Fig. 1: routing congestion
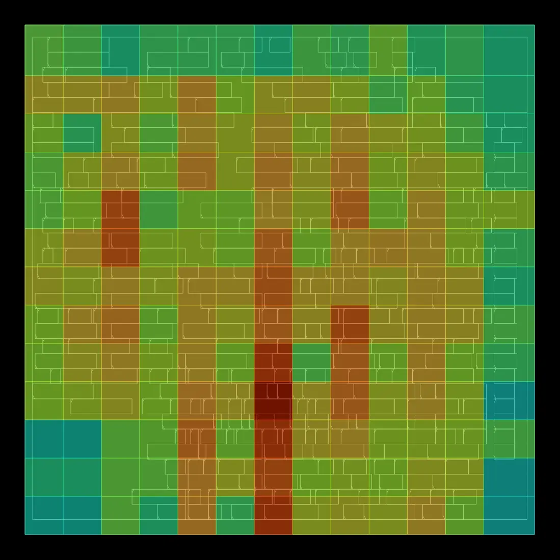
Fig. 2: local utilization
The bar under the picture is 20 um long. The die is cut into 9 by 9 equal tiles; dark blue is low, red is high, 0 to 100% covered.
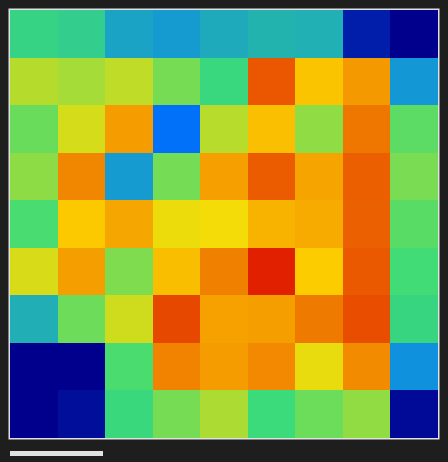
Fig. 3: placement by cell class
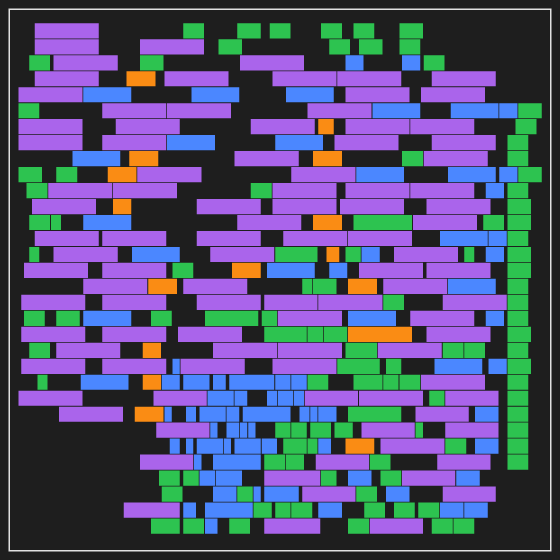
===== config.mk =====
export PLATFORM = sky130hd
export DESIGN_NAME = text_ram_arbiter
export DESIGN_NICKNAME = d
export VERILOG_FILES = /design/src/rtl/text_ram_arbiter.sv
export SDC_FILE = /design/constraint.sdc
export NUM_CORES = 1
export LEC_CHECK = 0
export CAP_MARGIN = 10
export CORE_MARGIN = 1
export CORE_UTILIZATION = 48
export CTS_BUF_LIST = sky130_fd_sc_hd__clkbuf_2 sky130_fd_sc_hd__clkbuf_4 sky130_fd_sc_hd__clkbuf_8
export DETAILED_ROUTE_END_ITERATION = 12
export GPL_TIMING_DRIVEN = 0
export PLACE_DENSITY = 0.86
export SYNTH_ARGS = -nofsm -noshare
export SYNTH_HDL_FRONTEND = slang
export SYNTH_SLANG_ARGS = --single-unit

===== constraint.sdc =====
create_clock -name i_pix_clk -period 2.25 [get_ports i_pix_clk]
set_clock_uncertainty 0.1 [all_clocks]
set_input_delay 0.3375 -clock i_pix_clk [delete_from_list [all_inputs] [get_ports i_pix_clk]]
set_output_delay 0.3375 -clock i_pix_clk [all_outputs]
set_load 0.02 [all_outputs]

===== src/rtl/text_ram_arbiter.sv =====
// Text RAM arbiter: video reads win, host writes queue in a FIFO and drain in the write window.
// Optional macro VIDEO_IDLE_WRITE_EN also drains writes in any cycle without a video request.
module text_ram_arbiter #(
  parameter int ADDR_W     = 12,
  parameter int DATA_W     = 8,
  parameter int FIFO_DEPTH = 4,
  localparam int PW = $clog2(FIFO_DEPTH),
  localparam int LW = PW + 1
) (
  input  logic              i_pix_clk,
  input  logic              i_reset_n,
  input  logic              i_horz_blank,
  input  logic              i_vert_blank,
  input  logic              i_vid_rd_req,
  input  logic [ADDR_W-1:0] i_vid_rd_addr,
  output logic              o_vid_rd_valid,
  output logic [DATA_W-1:0] o_vid_rd_data,
  input  logic              i_wr_valid,
  output logic              o_wr_ready,
  input  logic [ADDR_W-1:0] i_wr_addr,
  input  logic [DATA_W-1:0] i_wr_data,
  input  logic              i_flush,
  output logic [LW-1:0]     o_fifo_level,
  output logic [ADDR_W-1:0] o_ram_addr,
  output logic              o_ram_we,
  output logic [DATA_W-1:0] o_ram_wdata,
  input  logic [DATA_W-1:0] i_ram_rdata
);

  logic [ADDR_W-1:0] fa [FIFO_DEPTH];
  logic [DATA_W-1:0] fd [FIFO_DEPTH];
  logic [PW-1:0]     wp, rp;
  logic [LW-1:0]     level, level_nxt;
  logic              rd_p1;
  logic              win, empty, pop, push;

  always_comb begin
`ifdef VIDEO_IDLE_WRITE_EN
    win = i_horz_blank | i_vert_blank | !i_vid_rd_req;
`else
    win = i_horz_blank | i_vert_blank;
`endif
    empty = (level == '0);
    pop   = !i_vid_rd_req & !empty & win & !i_flush;
    push  = i_wr_valid & o_wr_ready & !i_flush;
    if (i_flush) level_nxt = '0;
    else level_nxt = level + LW'(push) - LW'(pop);
  end

  always_comb begin
    o_ram_we    = pop;
    o_ram_wdata = fd[rp];
    if (i_vid_rd_req) o_ram_addr = i_vid_rd_addr;
    else if (empty) o_ram_addr = '0;
    else o_ram_addr = fa[rp];
  end

  assign o_fifo_level = level;

  always_ff @(posedge i_pix_clk) begin
    if (push) begin
      fa[wp] <= i_wr_addr;
      fd[wp] <= i_wr_data;
    end
  end

  // ready is registered from the next level, so a pop from full frees it one cycle later
  always_ff @(posedge i_pix_clk or negedge i_reset_n) begin
    if (!i_reset_n) begin
      wp         <= '0;
      rp         <= '0;
      level      <= '0;
      o_wr_ready <= 1'b0;
    end else begin
      level      <= level_nxt;
      o_wr_ready <= (level_nxt != LW'(FIFO_DEPTH));
      if (i_flush) begin
        wp <= '0;
        rp <= '0;
      end else begin
        if (push) wp <= wp + 1'b1;
        if (pop)  rp <= rp + 1'b1;
      end
    end
  end

  always_ff @(posedge i_pix_clk or negedge i_reset_n) begin
    if (!i_reset_n) begin
      rd_p1          <= 1'b0;
      o_vid_rd_valid <= 1'b0;
      o_vid_rd_data  <= '0;
    end else begin
      rd_p1          <= i_vid_rd_req;
      o_vid_rd_valid <= rd_p1;
      if (rd_p1) o_vid_rd_data <= i_ram_rdata;
    end
  end

endmodule


==> flow_metrics.rpt <==
PHYSICAL IMPLEMENTATION REPORT
----------------------------------------------------
[Drt]
  Total via count in the routed design ........................ 2129
  Average routed wire per standard cell ........................ 18.6 um
  Met1 wire length ........................ about 3200 um
  Number of remaining DRC errors ........................ 0
  Highest metal layer used by the detailed router ........................ met4
  Vias per inst ........................ 5.32
  Detailed router's first-iteration violation count ........................ 117
  Met3 wire len ........................ between 300 and 400 um

[Logic synthesis]
  Synthesized flop and latch total ........................ between 90 and 100
  Distinct cells, synth ........................ 28
  Count of warnings emitted by yosys ........................ 0
  Post-synthesis chip area from yosys ........................ approximately 4000 um^2
  Largest cells by area after synthesis ........................ edfxtp_1, dfrtp_1, mux4_2

[Final timing]
  Total of endpoints with negative setup slack in the final report ........................ 14
  Crit path setup slack, layout ........................ -72.8 ps
  Unrepaired setup endpoints after global routing ........................ true
  Final Hold Fails ........................ 0

[GRT]
  Initial antenna violation count ........................ 0
  Via count of the first global-routing pass ........................ 2215
  Largest net degree at the start of global routing ........................ 21
  Met2 track utilization from global routing ........................ 31.5%
  Global-route track usage on met3 ........................ approximately 3.6%

[Layout]
  Ratio of cells with drive above 1 in the final layout ........................ 32.9%
  NumNets Final ........................ 347
  ANT cells ........................ 0

[Critical path]
  Worst Setup Start Kind ........................ flip-flop
  Biggest fanout along the worst timing path ........................ 6
  Nature of the critical path endpoint ........................ output port
  Cell-by-cell listing of the critical path ........................ buf_8 -> buf_16 -> mux4_2 -> a22o_1 -> buf_6
  Crit path buf inv count ........................ 3
  CP max stage delay ........................ 510 ps

[Power]
  Power density relative to cell area ........................ 934 nW/um^2
  IR Drop Worst-Case VDD ........................ 0.565 mV
  Power spent charging and discharging nets ........................ 1.34 mW
  Switching share of power ........................ 27.3%
  Power drawn by the sequential cells ........................ 2.21 mW

[Clock network]
  Number of resized instances in the post-cts repair step ........................ 111
  Clock tree buffer depth ........................ 2

[Floorplanning]
  # rows ........................ 32
  # IOs ........................ 81

[Run status]
  Status ........................ finished, violations left
  Failing checks ........................ setup timing

[Flow run]
  Number of violations of the max-capacitance limit ........................ 0

----------------------------------------------------
About Fig. 1:
peak-usage layer in the global routing report: met2
met1 Usage GRT: 23.3%
final cell utilization of the core: 67.6%

About Fig. 2:
emptiest ninth of the die: bottom left
fullest tile: 96%
tiles over 75% full: 38%
Initial Util: 50.0%
placeable core area: 7770 um^2

About Fig. 3:
| colour | class | cells |
|---|---|---|
| green | other buffers and delay cells | 105 |
| orange | clock drivers and dummy loads | 16 |
| purple | flops | 98 |
| blue | combinational and other logic | 79 |

-- logic make-up (layout without fill, tap and decap cells) --
family	count (synthesis)	count (layout)	share of synthesized area, %
flops	98	98	73.5
mux	28	28	14.8
simple gates	19	19	2.58
compound gates	18	18	3.61
buf+inv	15	126	2.32
fa+ha+maj	7	7	2.45
xor+xnor	2	2	0.805
-- flip-flops by register name, indices dropped and copies added, names as in the netlist --
name,cells
wp,2
o_vid_rd_valid,1
fa,48
o_fifo_level,3
o_wr_ready,1
rp,2
rd_p1,1
fd,32
o_vid_rd_data,8
-- path summary, 6_finish.rpt --
path | to | cells after the start | start
max in group asynchronous | o_fifo_level[0] | 1 | i_reset_n
min reg2reg | o_vid_rd_valid | 0 | rd_p1
max | o_ram_addr[10] | 5 | rp[0]
min in group asynchronous | o_vid_rd_data[3] | 1 | i_reset_n
max reg2reg | o_wr_ready | 11 | o_fifo_level[1]
min | o_fifo_level[1] | 2 | i_flush
-- stage by stage --
stage | instances | power, mW | worst slack (ps) | TNS, ps | utilization [%]
2_1_floorplan | 187 | 3.00 | -99.7 | -99.7 | -
3_3_place_gp | 368 | 3.48 | -495 | -27240 | 62.6
3_5_place_dp | 368 | 3.51 | -579 | -34050 | 62.6
4_1_cts | 396 | 4.80 | -76.1 | -384 | 66.4
5_1_grt | 400 | 5.12 | -149 | -1420 | 67.6
6_report | 400 | 4.91 | -72.8 | -316 | 67.6
-- cell type report --
class                           count  area, um^2
Fill cell                         533        2510
Clock buffer                       11         145
Buffer                             10         131
Sequential cell                    98        2860
Multi-Input combinational cell     74         948
Clock inverter                      5        62.6
Tap cell                          102         128
Inverter                            5        18.8
Timing Repair Buffer               95         962
Power and IR drop assume default switching activity.
